[config.mk]
export PLATFORM = sky130hd
export DESIGN_NAME = dual_dispatch_flat
export DESIGN_NICKNAME = d
export VERILOG_FILES = /design/src/rtl/dual_dispatch_if.sv /design/src/rtl/dual_dispatch.sv /design/src/flat_wrapper.sv
export SDC_FILE = /design/constraint.sdc
export NUM_CORES = 1
export LEC_CHECK = 0
export CORE_MARGIN = 10
export CORE_UTILIZATION = 57
export CTS_CLUSTER_DIAMETER = 150
export DETAILED_ROUTE_END_ITERATION = 12
export PLACE_DENSITY = 0.82
export SETUP_SLACK_MARGIN = 0.05
export SLEW_MARGIN = 10
export SYNTH_ARGS = -nofsm -noshare
export SYNTH_HDL_FRONTEND = slang
export SYNTH_SLANG_ARGS = --single-unit
[constraint.sdc]
create_clock -name clk -period 8.65 [get_ports clk]
set_input_delay 0.865 -clock clk [delete_from_list [all_inputs] [get_ports clk]]
set_output_delay 0.865 -clock clk [all_outputs]
set_load 0.05 [all_outputs]
[src/rtl/dual_dispatch_if.sv]
// Instruction-side bundle between fetch, the result buses, the completion unit
// and the dual-issue dispatch unit.
interface dual_dispatch_if;
  logic        fetch_valid1;
  logic [31:0] fetch_inst1;
  logic [15:0] fetch_pc1;
  logic        fetch_valid2;
  logic [31:0] fetch_inst2;
  logic [15:0] fetch_pc2;
  logic        fetch_ready;
  logic [39:0] addbus;
  logic [39:0] multbus;
  logic [39:0] loadbus;
  logic        stall;
  logic        exception;
  logic [15:0] pc1;
  logic [15:0] pc2;
  logic [39:0] instbus1;
  logic [39:0] instbus2;
  logic        issue1;
  logic        issue2;
  logic [6:0]  busy;

  modport master (
    output fetch_valid1, fetch_inst1, fetch_pc1,
    output fetch_valid2, fetch_inst2, fetch_pc2,
    output addbus, multbus, loadbus, stall, exception,
    input  fetch_ready, pc1, pc2, instbus1, instbus2, issue1, issue2, busy
  );

  modport slave (
    input  fetch_valid1, fetch_inst1, fetch_pc1,
    input  fetch_valid2, fetch_inst2, fetch_pc2,
    input  addbus, multbus, loadbus, stall, exception,
    output fetch_ready, pc1, pc2, instbus1, instbus2, issue1, issue2, busy
  );
endinterface

[src/rtl/dual_dispatch.sv]
// In-order dual-issue dispatch: instruction FIFO, reservation-station allocation
// and busy tracking, with stall handling and a sticky freeze on exception.
module dual_dispatch #(
  parameter int           DEPTH  = 8,
  parameter logic [7:0]   OP_ADD = 8'h01,
  parameter logic [7:0]   OP_SUB = 8'h02,
  parameter logic [7:0]   OP_MUL = 8'h03,
  parameter logic [7:0]   OP_LD  = 8'h04
) (
  input  logic          clk,
  input  logic          rst,
  dual_dispatch_if.slave io
);

  localparam int PW = $clog2(DEPTH);

  // Station tags; tag N owns busy bit N-1, tag 0 means no station.
  localparam logic [7:0] TAG_A0  = 8'd1;
  localparam logic [7:0] TAG_A2  = 8'd3;
  localparam logic [7:0] TAG_M0  = 8'd4;
  localparam logic [7:0] TAG_M1  = 8'd5;
  localparam logic [7:0] TAG_LD0 = 8'd6;
  localparam logic [7:0] TAG_LD1 = 8'd7;

  typedef enum logic [1:0] {
    CLS_NONE = 2'd0,
    CLS_ADD  = 2'd1,
    CLS_MUL  = 2'd2,
    CLS_LD   = 2'd3
  } cls_e;

  function automatic cls_e class_of(input logic [7:0] op);
    cls_e c;
    if (op == OP_ADD || op == OP_SUB) c = CLS_ADD;
    else if (op == OP_MUL)            c = CLS_MUL;
    else if (op == OP_LD)             c = CLS_LD;
    else                              c = CLS_NONE;
    return c;
  endfunction

  // Lowest-numbered free station of the class, or 0 when the class is full.
  function automatic logic [7:0] pick_station(input logic [6:0] busy_mask, input cls_e cls);
    int lo;
    int hi;
    logic [7:0] tag;
    tag = '0;
    lo  = 0;
    hi  = -1;
    case (cls)
      CLS_ADD: begin lo = 0; hi = 2; end
      CLS_MUL: begin lo = 3; hi = 4; end
      CLS_LD:  begin lo = 5; hi = 6; end
      default: begin lo = 0; hi = -1; end
    endcase
    for (int i = 6; i >= 0; i--) begin
      if (i >= lo && i <= hi && !busy_mask[i]) tag = 8'(i + 1);
    end
    return tag;
  endfunction

  function automatic logic [6:0] clear_mask(input logic [7:0] tag, input logic [7:0] lo_tag,
                                            input logic [7:0] hi_tag);
    logic [6:0] m;
    m = '0;
    if (tag >= lo_tag && tag <= hi_tag) m = 7'(1) << (tag - 8'd1);
    return m;
  endfunction

  logic [47:0] fifo_mem [DEPTH];
  logic [PW:0] wr_ptr_q, wr_ptr_d, rd_ptr_q, rd_ptr_d;
  logic [6:0]  busy_q, busy_d;
  logic        frozen_q, frozen_d;
  logic        issue1_q, issue1_d, issue2_q, issue2_d;
  logic [39:0] instbus1_q, instbus1_d, instbus2_q, instbus2_d;
  logic [15:0] pc1_q, pc1_d, pc2_q, pc2_d;

  logic [PW:0] count;
  logic        ready;
  logic        push1, push2;
  logic [47:0] head, second;
  cls_e        cls1, cls2;
  logic [6:0]  avail, after1;
  logic [7:0]  tag1, tag2;
  logic        iss1, iss2;
  logic [1:0]  pop;
  logic [6:0]  set_mask;

  always_comb begin
    count  = wr_ptr_q - rd_ptr_q;
    ready  = !frozen_q && (count <= (PW+1)'(DEPTH - 2));
    push1  = io.fetch_valid1 && ready;
    push2  = push1 && io.fetch_valid2;
    head   = fifo_mem[rd_ptr_q[PW-1:0]];
    second = fifo_mem[PW'(rd_ptr_q[PW-1:0] + 1'b1)];
    cls1   = class_of(head[31:24]);
    cls2   = class_of(second[31:24]);

    // Broadcasts free stations before allocation so a freed tag is reusable at once.
    avail = busy_q
          & ~clear_mask(io.addbus[39:32],  TAG_A0,  TAG_A2)
          & ~clear_mask(io.multbus[39:32], TAG_M0,  TAG_M1)
          & ~clear_mask(io.loadbus[39:32], TAG_LD0, TAG_LD1);

    tag1     = '0;
    tag2     = '0;
    iss1     = 1'b0;
    iss2     = 1'b0;
    pop      = 2'd0;
    set_mask = '0;
    after1   = avail;
    if (!io.stall && !frozen_q && count != '0) begin
      if (cls1 == CLS_NONE) begin
        pop = 2'd1;
      end else begin
        tag1 = pick_station(avail, cls1);
        if (tag1 != '0) begin
          iss1     = 1'b1;
          pop      = 2'd1;
          set_mask = 7'(1) << (tag1 - 8'd1);
          after1   = avail | set_mask;
          if (count >= (PW+1)'(2) && cls2 != CLS_NONE) begin
            tag2 = pick_station(after1, cls2);
            if (tag2 != '0) begin
              iss2     = 1'b1;
              pop      = 2'd2;
              set_mask = set_mask | (7'(1) << (tag2 - 8'd1));
            end
          end
        end
      end
    end

    busy_d     = avail | set_mask;
    rd_ptr_d   = rd_ptr_q + (PW+1)'(pop);
    wr_ptr_d   = wr_ptr_q + (PW+1)'(push1) + (PW+1)'(push2);
    frozen_d   = frozen_q | io.exception;
    issue1_d   = iss1;
    issue2_d   = iss2;
    instbus1_d = iss1 ? {tag1, head[31:0]}   : instbus1_q;
    pc1_d      = iss1 ? head[47:32]          : pc1_q;
    instbus2_d = iss2 ? {tag2, second[31:0]} : instbus2_q;
    pc2_d      = iss2 ? second[47:32]        : pc2_q;
  end

  always_ff @(posedge clk or posedge rst) begin
    if (rst) begin
      wr_ptr_q   <= '0;
      rd_ptr_q   <= '0;
      busy_q     <= '0;
      frozen_q   <= 1'b0;
      issue1_q   <= 1'b0;
      issue2_q   <= 1'b0;
      instbus1_q <= '0;
      instbus2_q <= '0;
      pc1_q      <= '0;
      pc2_q      <= '0;
    end else begin
      wr_ptr_q   <= wr_ptr_d;
      rd_ptr_q   <= rd_ptr_d;
      busy_q     <= busy_d;
      frozen_q   <= frozen_d;
      issue1_q   <= issue1_d;
      issue2_q   <= issue2_d;
      instbus1_q <= instbus1_d;
      instbus2_q <= instbus2_d;
      pc1_q      <= pc1_d;
      pc2_q      <= pc2_d;
    end
  end

  // Storage needs no reset; validity is carried entirely by the pointers.
  always_ff @(posedge clk) begin
    if (push1) fifo_mem[wr_ptr_q[PW-1:0]] <= {io.fetch_pc1, io.fetch_inst1};
    if (push2) fifo_mem[PW'(wr_ptr_q[PW-1:0] + 1'b1)] <= {io.fetch_pc2, io.fetch_inst2};
  end

  assign io.fetch_ready = ready;
  assign io.busy        = busy_q;
  assign io.issue1      = issue1_q;
  assign io.issue2      = issue2_q;
  assign io.instbus1    = instbus1_q;
  assign io.instbus2    = instbus2_q;
  assign io.pc1         = pc1_q;
  assign io.pc2         = pc2_q;

endmodule

[src/flat_wrapper.sv]
// flat-port wrapper written by rule: the top's interface ports become plain ports
module dual_dispatch_flat 
#(
  parameter int           DEPTH  = 8,
  parameter logic [7:0]   OP_ADD = 8'h01,
  parameter logic [7:0]   OP_SUB = 8'h02,
  parameter logic [7:0]   OP_MUL = 8'h03,
  parameter logic [7:0]   OP_LD  = 8'h04
)
  (clk, rst, io_fetch_valid1, io_fetch_inst1, io_fetch_pc1, io_fetch_valid2, io_fetch_inst2, io_fetch_pc2, io_addbus, io_multbus, io_loadbus, io_stall, io_exception, io_fetch_ready, io_pc1, io_pc2, io_instbus1, io_instbus2, io_issue1, io_issue2, io_busy);
  dual_dispatch_if io_i ();
  input  logic clk;
  input  logic rst;
  input wire logic [$bits(io_i.fetch_valid1)-1:0] io_fetch_valid1;
  input wire logic [$bits(io_i.fetch_inst1)-1:0] io_fetch_inst1;
  input wire logic [$bits(io_i.fetch_pc1)-1:0] io_fetch_pc1;
  input wire logic [$bits(io_i.fetch_valid2)-1:0] io_fetch_valid2;
  input wire logic [$bits(io_i.fetch_inst2)-1:0] io_fetch_inst2;
  input wire logic [$bits(io_i.fetch_pc2)-1:0] io_fetch_pc2;
  input wire logic [$bits(io_i.addbus)-1:0] io_addbus;
  input wire logic [$bits(io_i.multbus)-1:0] io_multbus;
  input wire logic [$bits(io_i.loadbus)-1:0] io_loadbus;
  input wire logic [$bits(io_i.stall)-1:0] io_stall;
  input wire logic [$bits(io_i.exception)-1:0] io_exception;
  output wire logic [$bits(io_i.fetch_ready)-1:0] io_fetch_ready;
  output wire logic [$bits(io_i.pc1)-1:0] io_pc1;
  output wire logic [$bits(io_i.pc2)-1:0] io_pc2;
  output wire logic [$bits(io_i.instbus1)-1:0] io_instbus1;
  output wire logic [$bits(io_i.instbus2)-1:0] io_instbus2;
  output wire logic [$bits(io_i.issue1)-1:0] io_issue1;
  output wire logic [$bits(io_i.issue2)-1:0] io_issue2;
  output wire logic [$bits(io_i.busy)-1:0] io_busy;
  assign io_i.fetch_valid1 = io_fetch_valid1;
  assign io_i.fetch_inst1 = io_fetch_inst1;
  assign io_i.fetch_pc1 = io_fetch_pc1;
  assign io_i.fetch_valid2 = io_fetch_valid2;
  assign io_i.fetch_inst2 = io_fetch_inst2;
  assign io_i.fetch_pc2 = io_fetch_pc2;
  assign io_i.addbus = io_addbus;
  assign io_i.multbus = io_multbus;
  assign io_i.loadbus = io_loadbus;
  assign io_i.stall = io_stall;
  assign io_i.exception = io_exception;
  assign io_fetch_ready = io_i.fetch_ready;
  assign io_pc1 = io_i.pc1;
  assign io_pc2 = io_i.pc2;
  assign io_instbus1 = io_i.instbus1;
  assign io_instbus2 = io_i.instbus2;
  assign io_issue1 = io_i.issue1;
  assign io_issue2 = io_i.issue2;
  assign io_busy = io_i.busy;
  dual_dispatch #(.DEPTH(DEPTH), .OP_ADD(OP_ADD), .OP_SUB(OP_SUB), .OP_MUL(OP_MUL), .OP_LD(OP_LD)) u_core (.clk(clk), .rst(rst), .io(io_i));
endmodule
pinout.png
Pins as bars across the die edge, other pins in gray.
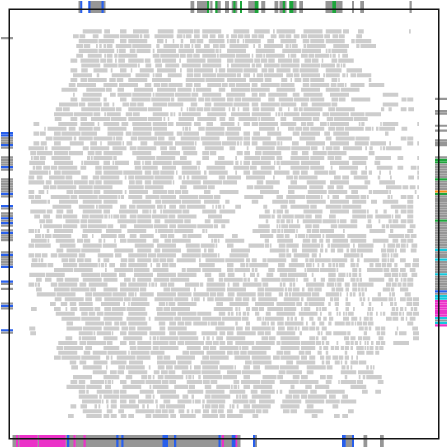
io_pc1 -> green  # pins 16, direction output, edge 11 top, 5 right
io_addbus -> magenta  # pins 40, direction input, edge 32 bottom, 8 right
io_fetch_inst1 -> blue  # pins 32, direction input, edge 14 left, 14 bottom, 3 top, 1 right
io_busy -> cyan  # pins 7, direction output, edge right
io_fetch_ready -> orange  # pins 1, direction output, edge right
all pins by edge = 151 bottom, 78 right, 65 top, 50 left
Die H: 239 µm
width of the die: 239 µm
IO buf count: 237

layers.png
Bar = 50 µm.
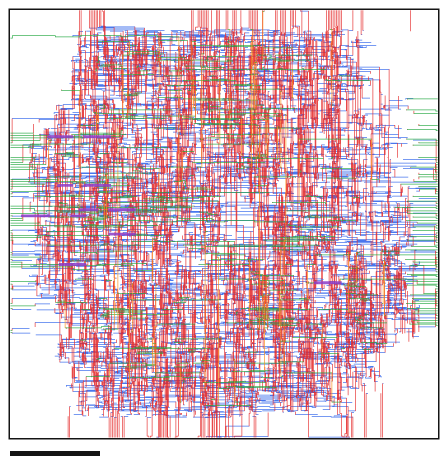
M5 -> purple  # wire length 134 µm
M4 -> orange  # wire length 2,340 µm
M2 -> red  # wire length 37.3 mm
M1 -> blue  # wire length 29.4 mm
M3 -> green  # wire length 6,580 µm
Routed wire per std cell: 28.0 µm
GR Util All Layers: 26.4%
DRT Wirelength: 75,700 µm
vias after detailed routing: 18,000

placed.png
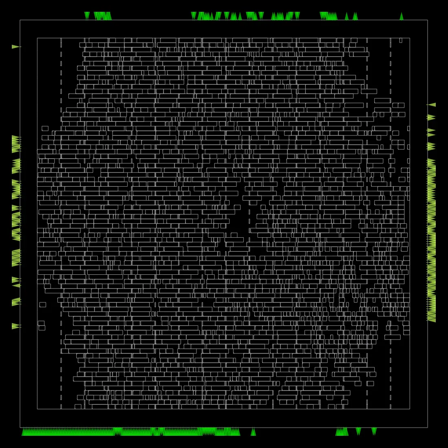
Site Rows: 80
seq_cells: 504

==> flow.log <==
[metrics] run summary
INFO  metric result_of_the_run = completed
INFO  metric openroad.warnings = 132
INFO  metric endpoint_class_of_the_critical_path = register
INFO  metric clk_root_buffer_cell = sky130_fd_sc_hd__clkbuf_16
INFO  metric final_nets = 2,291
INFO  metric pre_cts_ws = 1.37 ns
INFO  metric drt-pass1-iter-count = 5
INFO  metric setup_slack = 1.69 ns
INFO  metric coreArea = 47,500 µm²
INFO  metric synth_xor_xnor_area_share = 0.476%
INFO  metric count_of_filler_cells_inserted_in_the_layout = 3,245
INFO  metric nNonClkBuffers = 260
INFO  metric clock_latency = 0.62 ns
INFO  metric place.detailed.hpwl = 44,500 µm
INFO  metric critical-path-slowest-cell = sky130_fd_sc_hd__buf_4
INFO  metric dpl.cell_count = 2,601
INFO  metric timing.critical_path.max_delay_family = AND-OR/OR-AND gates
INFO  metric initial_utilization = 57.5%
INFO  metric cts.hold.buffers_added = 0
INFO  metric layout-drive-gt1-share = 33.4%
INFO  metric logic_family = multiplexers
INFO  metric synthAdderAreaFrac = 1.36%
INFO  metric synthesis.area = 27,400 µm²
INFO  metric fin_crit_sh = 80.5%
INFO  metric area.sequential = 14,500 µm²
INFO  metric final.hold.worst_slack = 0.491 ns
INFO  metric timing.critical_path.from_type = register
INFO  metric cts_inserted_buffers = 53
INFO  metric grt_pass1_vias = 18,900
INFO  metric multiInputCombCellCount = 1,199
INFO  metric postCtsSetupBuffers = 0
INFO  metric final-max-slew-violation-count = 0
INFO  metric number_of_antenna_violations_at_the_first_check_in_global_routing = 14
INFO  metric combinationalPowerShare = 18.0%
INFO  metric power_frac_seq = 44.2%
INFO  metric worst_ep_required_time = 9.09 ns
INFO  metric fin_tns_setup = 0 ns
INFO  metric grt_start_max_net_pins = 65
INFO  metric synth.largest_area_cell = sky130_fd_sc_hd__edfxtp_1
INFO  metric gp_congestion = 0.841
INFO  metric dieArea = 57,200 µm²
INFO  metric tightest_slew = 1.05 ns
INFO  metric async_reset_ff_share = 23.8%
INFO  metric first_drt_iteration_drcs = 1,843
INFO  metric enable_flop_cells = 384
INFO  metric syn_area_per_cell = 14.8 µm²
INFO  metric via_density = 6.66
INFO  metric final_cell_count_no_fill = 2,703
INFO  metric power_leakage = 11.2 nW
INFO  metric internal-power = 0.00443 W
INFO  metric grt_setup_unrepaired = false
INFO  metric synth-cells-yosys = 1,854
INFO  metric sh_seq_area = 45.5%
INFO  metric biggestCellCategory = registers
INFO  metric tritoncts = yes
INFO  metric total_switching_power = 0.00153 W
INFO  metric postSynth.topFlopCell = sky130_fd_sc_hd__edfxtp_1
INFO  metric postSynthSeqShare = 53.1%
INFO  metric synth_largest_type_area_fraction = 42.2%
INFO  metric sw_frac_of_total = 25.7%
INFO  metric worstPathBufferInverterCount = 4
INFO  metric report.power.total = 0.00596 W
INFO  metric ctsHtreeMaxLevel = 2
INFO  metric tap_cells = 615
INFO  metric non_clock_inverter_count = 23
INFO  metric min_period = 6.96 ns
INFO  metric cts_resized = 0
INFO  metric max_cap_violations = 0
INFO  metric clkPwrFrac = 37.8%
INFO  metric worst_path_largest_cell_delay = 0.73 ns
INFO  metric clk_pin_slew = 0.06 ns
INFO  metric drc = 0
INFO  metric ant_nets = 0
INFO  metric clock_sink_count = 504
INFO  metric irDropWorstVdd = 146 µV
INFO  metric power_density = 186 nW/µm²
INFO  metric yosys-stat-area = 27,400 µm²
INFO  metric clock_buffers = 66
INFO  metric worst_slew_margin_rel = 29.7%
INFO  metric common_cells = sky130_fd_sc_hd__mux2_2 (385), sky130_fd_sc_hd__edfxtp_1 (384), sky130_fd_sc_hd__mux4_2 (169), sky130_fd_sc_hd__dfrtp_1 (120)
INFO  metric holdCritPathClass = reg -> reg
INFO  metric netlist_instances = 1,854
INFO  metric grt_remaining_overflow = 0
INFO  metric yosysWarnings = 0
INFO  metric multi_input_combinational_area_share = 38.5%
INFO  metric mux_share = 31.7%
INFO  metric report.final.hold_viol_count = 0
INFO  metric syn_to_final_growth = 16.8%
INFO  metric top_cells_by_area = sky130_fd_sc_hd__edfxtp_1 (42%), sky130_fd_sc_hd__mux2_2 (16%), sky130_fd_sc_hd__mux4_2 (14%)
INFO  metric io_pins = 344
INFO  metric critPathKind = reg -> reg
INFO  metric mi_logic_area = 12,300 µm²
INFO  metric global_route_wire_length_before_repair = 115,000 µm
INFO  metric synth_flops = 504
INFO  metric timing.clock.skew = 0.0226 ns
INFO  metric synthesized_area_fraction_occupied_by_ao_oa_aoi_and_oai_cells = 4.80%
INFO  metric cp.arrival = 7.40 ns
INFO  metric yosys.area_share.simple = 5.91%
INFO  metric clock_path_buffers = 3
INFO  metric achievable-frequency = 144 MHz
INFO  metric antennaDiodeCount = 3
INFO  metric post-synth-top-count-cell = sky130_fd_sc_hd__mux2_2
INFO  metric finalSetupViolCount = 0
INFO  metric yosys.cell_types.count = 79
INFO  metric path_max_fanout = 61
INFO  metric bufAreaShareNonClock = 7.97%
INFO  metric clock_tree_area_fraction = 5.30%
INFO  metric path_cells = buf_4, nor3b_1, o21ai_0, o221ai_1, o211a_1, o31ai_1, a21o_1, ha_1, ha_1, nor2b_1, o21ai_1, a21oi_1, nand2_1, nand2_1, ha_1, clkinv_1, a21oi_1, a31oi_4, buf_4, buf_4, nor2_1, a21oi_1
routing by layer:
layer / global-route usage [%] / part of all wire, % / up-vias
met1: 33.8 / 39 / 9203
met5: 0 / 0.18 / -
met2: 44.0 / 49 / 916
li1: - / - / 7692
met4: 9.70 / 3.1 / 22
met3: 5.26 / 8.7 / 181
worst paths after layout:
| path | start | to | slack, ns | cells past startpoint |
|---|---|---|---|---|
| worst max register to register | u_core.rd_ptr_q[2] | u_core.io.pc2[11] | 1.69 | 22 |
| worst min register to register | u_core.rd_ptr_q[3] | u_core.rd_ptr_q[3] | 0.49 | 1 |
| min in group asynchronous | rst | u_core.io.pc1[13] | 0.73 | 2 |
| worst max-delay path | u_core.rd_ptr_q[2] | u_core.io.pc2[11] | 1.69 | 22 |
| max in group asynchronous | rst | u_core.io.instbus2[15] | 6.45 | 3 |
| worst min-delay path | u_core.rd_ptr_q[3] | u_core.rd_ptr_q[3] | 0.49 | 1 |
flip-flops by register name, summed over array words and instances (netlist names):
name / flops
u_core.io.issue1: 1
u_core.io.instbus1: 35
u_core.io.pc2: 16
u_core.fifo_mem: 384
u_core.io.pc1: 16
u_core.io.issue2: 1
u_core.wr_ptr_q: 4
u_core.io.instbus2: 35
u_core.io.busy: 7
u_core.frozen_q: 1
u_core.rd_ptr_q: 4
power groups by stage:
stage / registers [W] / clock network (W) / logic [W]
6_report: 0.00263 / 0.00225 / 0.00107
5_1_grt: 0.00264 / 0.00237 / 0.00115
4_1_cts: 0.00263 / 0.00227 / 0.00107
3_5_place_dp: 0.00268 / 0 / 0.00107
3_3_place_gp: 0.00268 / 0 / 0.00104
2_1_floorplan: 0.00266 / 0 / 0.000790
layout by cell type (no fill, tap or decap), types with 10 or more instances in the layout:
cell and instances:
sky130_fd_sc_hd__clkbuf_1 11, sky130_fd_sc_hd__nor2_1 107, sky130_fd_sc_hd__nand2_1 105, sky130_fd_sc_hd__nand3_1 18, sky130_fd_sc_hd__nor2b_1 17, sky130_fd_sc_hd__nor3_1 23
sky130_fd_sc_hd__o21ai_0 16, sky130_fd_sc_hd__clkinv_1 15, sky130_fd_sc_hd__clkbuf_16 53, sky130_fd_sc_hd__inv_1 16, sky130_fd_sc_hd__ha_1 24, sky130_fd_sc_hd__a21oi_1 60
sky130_fd_sc_hd__a31oi_1 42, sky130_fd_sc_hd__edfxtp_1 384, sky130_fd_sc_hd__dfrtp_1 117, sky130_fd_sc_hd__mux4_2 169, sky130_fd_sc_hd__conb_1 10, sky130_fd_sc_hd__mux2_2 385
sky130_fd_sc_hd__clkinv_2 11, sky130_fd_sc_hd__buf_4 23, sky130_fd_sc_hd__mux2i_1 54, sky130_fd_sc_hd__clkdlybuf4s50_1 237
logic make-up after synthesis:
kind of cell,count (synthesis)
other,1
XOR/XNOR,14
flip-flops,504
adder cells (fa/ha/maj),28
multiplexers,608
AND-OR/OR-AND,196
buffers and inverters,160
AND/OR/NAND/NOR,343
stage by stage:
step	utilization, %	cell area (µm²)
after detailed placement	63.6	30300
final	67.2	32000
after floorplan	-	27400
after global routing	67.2	31900
after CTS	67.2	31900
after global placement	63.6	30300
Power figures rest on the tool's default switching activity, not on a simulated workload.
